<file path="config.mk">
export PLATFORM = sky130hd
export DESIGN_NAME = seq_detect_param_flat
export DESIGN_NICKNAME = d
export VERILOG_FILES = /design/src/rtl/seq_det_pkg.sv /design/src/rtl/seq_detect_param_if.sv /design/src/rtl/seq_det_chan.sv /design/src/rtl/seq_detect_param.sv /design/src/flat_wrapper.sv
export SDC_FILE = /design/constraint.sdc
export NUM_CORES = 1
export LEC_CHECK = 0
export CORE_ASPECT_RATIO = 0.75
export CORE_UTILIZATION = 39
export DETAILED_ROUTE_END_ITERATION = 10
export GPL_ROUTABILITY_DRIVEN = 0
export PLACE_DENSITY = 0.74
export SKIP_CTS_REPAIR_TIMING = 1
export SLEW_MARGIN = 20
export SYNTH_ARGS = -nofsm -noshare
export SYNTH_HDL_FRONTEND = slang
export SYNTH_SLANG_ARGS = --single-unit
</file>
<file path="constraint.sdc">
create_clock -name ck -period 3.9 [get_ports ck]
set_clock_uncertainty 0.15 [all_clocks]
set_input_delay 0.975 -clock ck [delete_from_list [all_inputs] [get_ports ck]]
set_output_delay 0.975 -clock ck [all_outputs]
set_load 0.01 [all_outputs]
</file>
<file path="src/rtl/seq_det_pkg.sv">
// Shared constants and helpers for the parametrised serial sequence detector.
package seq_det_pkg;

  localparam int LEN_MAX  = 8;
  localparam int NPAT_MAX = 8;
  localparam int IDX_W    = 3;

  // Counts up to the all-ones value of a w-bit counter and sticks there.
  function automatic logic [31:0] sat_inc(input logic [31:0] v, input int w);
    logic [31:0] top;
    top = 32'hFFFF_FFFF >> (32 - w);
    return (v == top) ? v : v + 32'd1;
  endfunction

endpackage

</file>
<file path="src/rtl/seq_detect_param_if.sv">
// Stream, configuration and status bundle of the sequence detector.
interface seq_detect_param_if
  import seq_det_pkg::*;
#(
  parameter int LEN   = 3,
  parameter int NPAT  = 2,
  parameter int CNT_W = 8
);

  logic                  en;
  logic                  s;
  logic                  overlap;
  logic                  cfg_we;
  logic [IDX_W-1:0]      cfg_idx;
  logic [LEN-1:0]        cfg_pat;
  logic                  cnt_clr;
  logic [NPAT-1:0]       y;
  logic [NPAT*CNT_W-1:0] cnt;
  logic                  armed;

  modport master (
    output en, s, overlap, cfg_we, cfg_idx, cfg_pat, cnt_clr,
    input  y, cnt, armed
  );

  modport slave (
    input  en, s, overlap, cfg_we, cfg_idx, cfg_pat, cnt_clr,
    output y, cnt, armed
  );

endinterface

</file>
<file path="src/rtl/seq_det_chan.sv">
// One pattern slot: pattern register, comparator, registered match pulse and
// saturating match counter. Match is combinational; y and cnt update on the same edge.
module seq_det_chan
  import seq_det_pkg::*;
#(
  parameter int             LEN     = 3,
  parameter int             CNT_W   = 8,
  parameter logic [LEN-1:0] RST_VAL = '0
) (
  input  logic             ck,
  input  logic             rs,
  input  logic             pat_we,
  input  logic [LEN-1:0]   pat_in,
  input  logic             cmp_en,
  input  logic [LEN-1:0]   nxt,
  input  logic             cnt_clr,
  output logic             match,
  output logic             y,
  output logic [CNT_W-1:0] cnt
);

  logic [LEN-1:0] pat;

  assign match = cmp_en && (nxt == pat);

  always_ff @(posedge ck or negedge rs) begin
    if (!rs) begin
      pat <= RST_VAL;
      y   <= 1'b0;
      cnt <= '0;
    end else begin
      if (pat_we) begin
        pat <= pat_in;
      end
      y <= match;
      // Clear beats a coincident match; the pulse on y is still delivered.
      if (cnt_clr) begin
        cnt <= '0;
      end else if (match) begin
        cnt <= CNT_W'(sat_inc(32'(cnt), CNT_W));
      end
    end
  end

endmodule

</file>
<file path="src/rtl/seq_detect_param.sv">
// Serial detector for NPAT programmable LEN-bit patterns; y pulses one cycle after
// the completing bit. No backpressure: one bit per cycle whenever en is high.
module seq_detect_param
  import seq_det_pkg::*;
#(
  parameter int                  LEN     = 3,
  parameter int                  NPAT    = 2,
  parameter int                  CNT_W   = 8,
  parameter logic [NPAT*LEN-1:0] RST_PAT = {3'b100, 3'b011}
) (
  input logic               ck,
  input logic               rs,
  seq_detect_param_if.slave bus
);

  localparam int FILL_W = $clog2(LEN + 1);

  // The oldest bit drops out on the next shift, so only LEN-1 bits are kept.
  logic [LEN-2:0]        hist;
  logic [LEN-2:0]        hist_d;
  logic [FILL_W-1:0]     fill;
  logic [FILL_W-1:0]     fill_d;
  logic [FILL_W-1:0]     fill_inc;
  logic [LEN-1:0]        nxt;
  logic                  accept;
  logic                  cfg_hit;
  logic                  cmp_en;
  logic                  armed_q;
  logic [NPAT-1:0]       match;
  logic [NPAT-1:0]       y_w;
  logic [NPAT*CNT_W-1:0] cnt_w;

  assign accept   = bus.en && !bus.cfg_we;
  assign cfg_hit  = bus.cfg_we && (32'(bus.cfg_idx) < 32'(NPAT));
  assign nxt      = {hist, bus.s};
  assign fill_inc = (fill == FILL_W'(LEN)) ? fill : fill + FILL_W'(1);
  assign cmp_en   = accept && (fill_inc == FILL_W'(LEN));

  always_comb begin
    hist_d = hist;
    fill_d = fill;
    if (cfg_hit) begin
      hist_d = '0;
      fill_d = '0;
    end else if (accept) begin
      if (!bus.overlap && (|match)) begin
        hist_d = '0;
        fill_d = '0;
      end else begin
        hist_d = nxt[LEN-2:0];
        fill_d = fill_inc;
      end
    end
  end

  always_ff @(posedge ck or negedge rs) begin
    if (!rs) begin
      hist    <= '0;
      fill    <= '0;
      armed_q <= 1'b0;
    end else begin
      hist    <= hist_d;
      fill    <= fill_d;
      armed_q <= (fill_d == FILL_W'(LEN));
    end
  end

  for (genvar i = 0; i < NPAT; i++) begin : g_chan
    seq_det_chan #(
      .LEN     (LEN),
      .CNT_W   (CNT_W),
      .RST_VAL (RST_PAT[i*LEN +: LEN])
    ) u_chan (
      .ck      (ck),
      .rs      (rs),
      .pat_we  (bus.cfg_we && (bus.cfg_idx == IDX_W'(i))),
      .pat_in  (bus.cfg_pat),
      .cmp_en  (cmp_en),
      .nxt     (nxt),
      .cnt_clr (bus.cnt_clr),
      .match   (match[i]),
      .y       (y_w[i]),
      .cnt     (cnt_w[i*CNT_W +: CNT_W])
    );
  end

  assign bus.y     = y_w;
  assign bus.cnt   = cnt_w;
  assign bus.armed = armed_q;

endmodule

</file>
<file path="src/flat_wrapper.sv">
// flat-port wrapper written by rule: the top's interface ports become plain ports
module seq_detect_param_flat import seq_det_pkg::*;
#(
  parameter int                  LEN     = 3,
  parameter int                  NPAT    = 2,
  parameter int                  CNT_W   = 8,
  parameter logic [NPAT*LEN-1:0] RST_PAT = {3'b100, 3'b011}
)
  (ck, rs, bus_en, bus_s, bus_overlap, bus_cfg_we, bus_cfg_idx, bus_cfg_pat, bus_cnt_clr, bus_y, bus_cnt, bus_armed);
  seq_detect_param_if #(.LEN(LEN), .NPAT(NPAT), .CNT_W(CNT_W)) bus_i ();
  input logic ck;
  input logic rs;
  input wire logic [$bits(bus_i.en)-1:0] bus_en;
  input wire logic [$bits(bus_i.s)-1:0] bus_s;
  input wire logic [$bits(bus_i.overlap)-1:0] bus_overlap;
  input wire logic [$bits(bus_i.cfg_we)-1:0] bus_cfg_we;
  input wire logic [$bits(bus_i.cfg_idx)-1:0] bus_cfg_idx;
  input wire logic [$bits(bus_i.cfg_pat)-1:0] bus_cfg_pat;
  input wire logic [$bits(bus_i.cnt_clr)-1:0] bus_cnt_clr;
  output wire logic [$bits(bus_i.y)-1:0] bus_y;
  output wire logic [$bits(bus_i.cnt)-1:0] bus_cnt;
  output wire logic [$bits(bus_i.armed)-1:0] bus_armed;
  assign bus_i.en = bus_en;
  assign bus_i.s = bus_s;
  assign bus_i.overlap = bus_overlap;
  assign bus_i.cfg_we = bus_cfg_we;
  assign bus_i.cfg_idx = bus_cfg_idx;
  assign bus_i.cfg_pat = bus_cfg_pat;
  assign bus_i.cnt_clr = bus_cnt_clr;
  assign bus_y = bus_i.y;
  assign bus_cnt = bus_i.cnt;
  assign bus_armed = bus_i.armed;
  seq_detect_param #(.LEN(LEN), .NPAT(NPAT), .CNT_W(CNT_W), .RST_PAT(RST_PAT)) u_core (.ck(ck), .rs(rs), .bus(bus_i));
endmodule
</file>
Fig. 1: congestion heat map
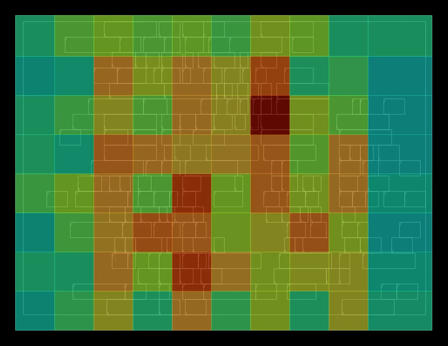
met3 GRT Util: 0.0620
busiest layer in global routing: met2

Fig. 2: logic cells by family
Scale: 6 px per um.
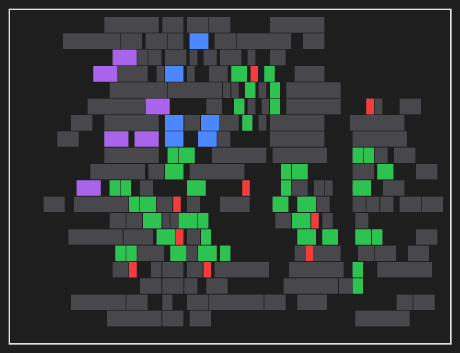
| family | colour | cells |
|---|---|---|
| aoi and oai cells | green | 41 |
| inv cells | red | 9 |
| xor and xnor cells | blue | 6 |
| mux cells | purple | 6 |

Fig. 3: wires at chosen ports, followed through buffers
Scale: 6 px per um.
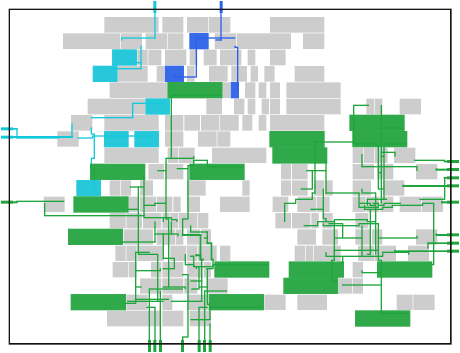
| port | colour | direction | end cells | buffers | wire |
|---|---|---|---|---|---|
| bus_cnt | green | output | 16 | 16 | 685 um |
| bus_cfg_pat | cyan | input | 6 | 3 | 81.2 um |
| bus_s | blue | input | 3 | 1 | 30.6 um |
Port Buffer Count: 31
I/O Pins: 32

Fig. 4: M2 wires
Scale: 4 px per um.
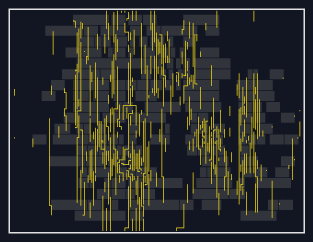
share of all routed wire: 45%
longest straight run: 23.8 um
nets with wire on the layer: 163

==> ci_impl_report.md <==
## Synthesis and layout report

| Metric | Value |
|---|---|
| Share of layout cells above drive strength 1 | `0.122` |
| Complex Gates by Area | `0.185` |
| Grt ovf | `0` |
| Ys async rst share | `1.00` |
| Number of global-route vias before repair | `approximately 1200` |
| Htree depth | `2` |
| Number of enable flip-flop cells | `0` |
| TritonCTS clock tree | `done` |
| Vias/cell | `approximately 5.5` |
| Max-area cell share | `0.437` |
| Hold Worst Slack | `between 0.3 and 0.4 ns` |
| Clock transition at the registers of the reported paths | `around 0.060 ns` |
| Library cells used by synthesis | `37` |
| Dpl hpwl | `about 2300 um` |
| Largest family of logic cells by area | `AND-OR/OR-AND gates` |
| Mapped Nets | `163` |
| Clk latency late pin | `0.29 ns` |
| Die area | `slightly above 4000 sq um` |
| Average cell area after synthesis | `just over 10 sq um` |
| WP data required | `just under 4 ns` |
| Simple-Gate Area Share | `0.178` |
| Critical path's most frequent cell | `or4_1` |
| Post-Syn Area | `about 1500 sq um` |
| Max Fanout on Critical Path | `17` |
| Finish-stage setup viols | `0` |
| ANT nets after route | `0` |
| Initial antenna violation count | `0` |
| YS warnings | `0` |
| Top Layout Cells | `clkdlybuf4s50_1 (31), dfrtp_1 (26), a21oi_1 (12)` |
| Clk sinks | `29` |
| Hold Path Class | `register to register` |
| Fin. Hold Viols | `0` |
| Yosys Chip Area | `roughly 1500 sq um` |
| First-pass DRT Iterations | `6` |
| Slew Viols, Final | `0` |
| Top cells, area | `dfrtp_1 (44%), dfstp_2 (5.3%), mux2_2 (4.5%)` |
| Die X | `73.3 um` |
| First DRT Iteration DRCs | `104` |
| Crit path largest cell delay | `0.77 ns` |
| CP cell instances | `clkdlybuf4s50_1, nand3b_1, or4_1, or4_1, a21oi_1` |
| Clk root buf | `clkbuf_8` |
| CTS buffer count | `5` |
| Most frequent logic cell in the layout | `clkdlybuf4s50_1` |
| Mux cell area share | `0.0454` |
| Period utilization | `0.795` |
| Slowest CP cell | `or4_1` |
| CP Class | `input port to register` |
| Xor+xnor area frac | `0.0353` |
| Worst path bufs/invs | `1` |
| Synth Flop Type | `dfrtp_1` |
| Total of max-cap violations | `0` |
| GRT Total Usage | `0.181` |
| Largest net degree at the start of global routing | `30` |
| Leakage | `around 0.74 nW` |
| Crit-path leading delay family | `simple AND/OR/NAND/NOR gates` |
| Pwr dens | `approximately 360 nW/um^2` |
| Syn Inst Count | `~150` |
| Final Worst Setup Slack | `around 0.8 ns` |
| Layout Nets | `195` |
| Placed Cells | `between 200 and 250` |
| Residual DRC | `0` |
| Overall routed net length | `3200 um` |
| Core area | `between 3000 and 4000 sq um` |
| Critical Path Sink Type | `register` |
| Registers, synthesis | `29` |
| Yosys top cell by area | `dfrtp_1` |
| Critical path arrival | `between 3 and 4 ns` |
| Register area share after synthesis | `0.490` |
| First-pass GRT wire length | `around 5500 um` |
| Die height | `55.5 um` |
| Area growth syn-to-layout | `29.3%` |
| CP Launch Type | `input port` |
| Worst-Margin Slew | `around 0.65 ns` |
| Layout fillers | `approximately 340` |
| Outcome | `complete, no violations` |
| TNS Setup | `0 ns` |
| Antenna Cells | `0` |
| Fin cells | `233` |
| RSZ-0062 raised after global routing | `no` |
| Layout Utilization | `0.526` |
| Worst VDD drop | `around 200 uV` |
| Initial core utilization | `0.407` |
| FMAX | `between 300 and 400 MHz` |
| OpenROAD warnings | `26` |
| WL per Instance | `approximately 14 um` |
| Rel. slew slack | `0.564` |
| CTS Buffer Depth | `2` |
| Placement row count | `19` |
| Cells in synth_stat.txt | `about 150` |
| Yosys adder share | `0.0168` |
| Post-Place Setup Slack | `between 0.5 and 0.6 ns` |
| Fin crit period | `between 3 and 4 ns` |
per-stage QoR:
step	power (mW)	cell area (sq um)
after floorplan	0.411	1490
after global placement	0.448	1840
after detailed placement	0.454	1840
after CTS	0.699	1930
after global routing	0.724	1930
final	0.688	1930
layout make-up:
cell class                      instances  area (sq um)  share of cell area
Sequential cell                        29           729               0.379
Multi-Input combinational cell        102           686               0.356
Timing Repair Buffer                   33           325               0.169
Clock buffer                            5          68.8              0.0357
Tap cell                               52          65.1              0.0338
Inverter                                9          33.8              0.0175
Clock inverter                          3          17.5             0.00910
worst reg2reg max path, stage by stage, from the launching register on:
cell	delay, ns
dfrtp_1	0.43
xor2_1	0.16
or4_1	0.79
or4_1	0.59
a21oi_1	0.18
Yosys cell counts (2+ instances only):
cell type	number
o311ai_0	3
nand3b_1	2
or2_2	2
buf_2	2
nand3_1	5
xor2_1	3
dfrtp_1	26
or3_1	3
ha_1	2
or4_1	7
mux2_2	6
o21ai_0	10
clkbuf_1	4
o41ai_1	5
nand2_1	9
a21oi_1	12
o31ai_1	6
xnor2_1	3
nand4_1	4
nor2_1	5
dfstp_2	3
and2_1	2
nor3b_1	2
inv_1	8
buf_4	2
sequential cells by signal (all words and copies together) (netlist names):
signal and cells:
u_core.g_chan.u_chan.cnt 16, u_core.g_chan.u_chan.pat 6, u_core.fill 2, u_core.g_chan.u_chan.y 2, u_core.hist 2, u_core.bus.armed 1
metal layers:
metal	routed length [um]	vias to the layer above	GRT usage
met4	65	0	0.0742
met2	1450	35	0.269
met5	0	-	0
met3	153	9	0.0620
met1	1530	610	0.241
li1	-	618	-
cell families (layout without fill, tap and decap cells):
logic type,count (synthesis),count (layout)
simple gates,46,46
fa+ha+maj,2,2
buf+inv,17,50
xor+xnor,6,6
mux,6,6
flops,29,29
compound gates,42,42
worst paths after layout:
path	from	endpoint	slack, ns	cells after the start
setup / recovery	bus_cfg_we	u_core.g_chan[1].u_chan.cnt[4]	0.80	5
hold / removal	u_core.g_chan[1].u_chan.pat[1]	u_core.g_chan[1].u_chan.pat[1]	0.38	1
setup reg to reg	u_core.hist[0]	u_core.g_chan[1].u_chan.cnt[4]	1.53	4
hold reg to reg	u_core.g_chan[1].u_chan.pat[1]	u_core.g_chan[1].u_chan.pat[1]	0.38	1
max in group asynchronous	rs	u_core.g_chan[0].u_chan.pat[0]	2.37	2
min in group asynchronous	rs	u_core.g_chan[0].u_chan.cnt[0]	0.92	2
power breakdown:
part	switching, mW	internal (mW)
Clock	0.118	0.123
Sequential	0.0224	0.333
Combinational	0.0411	0.0510
Total	0.182	0.507
Power is estimated from default activity; no workload was simulated.
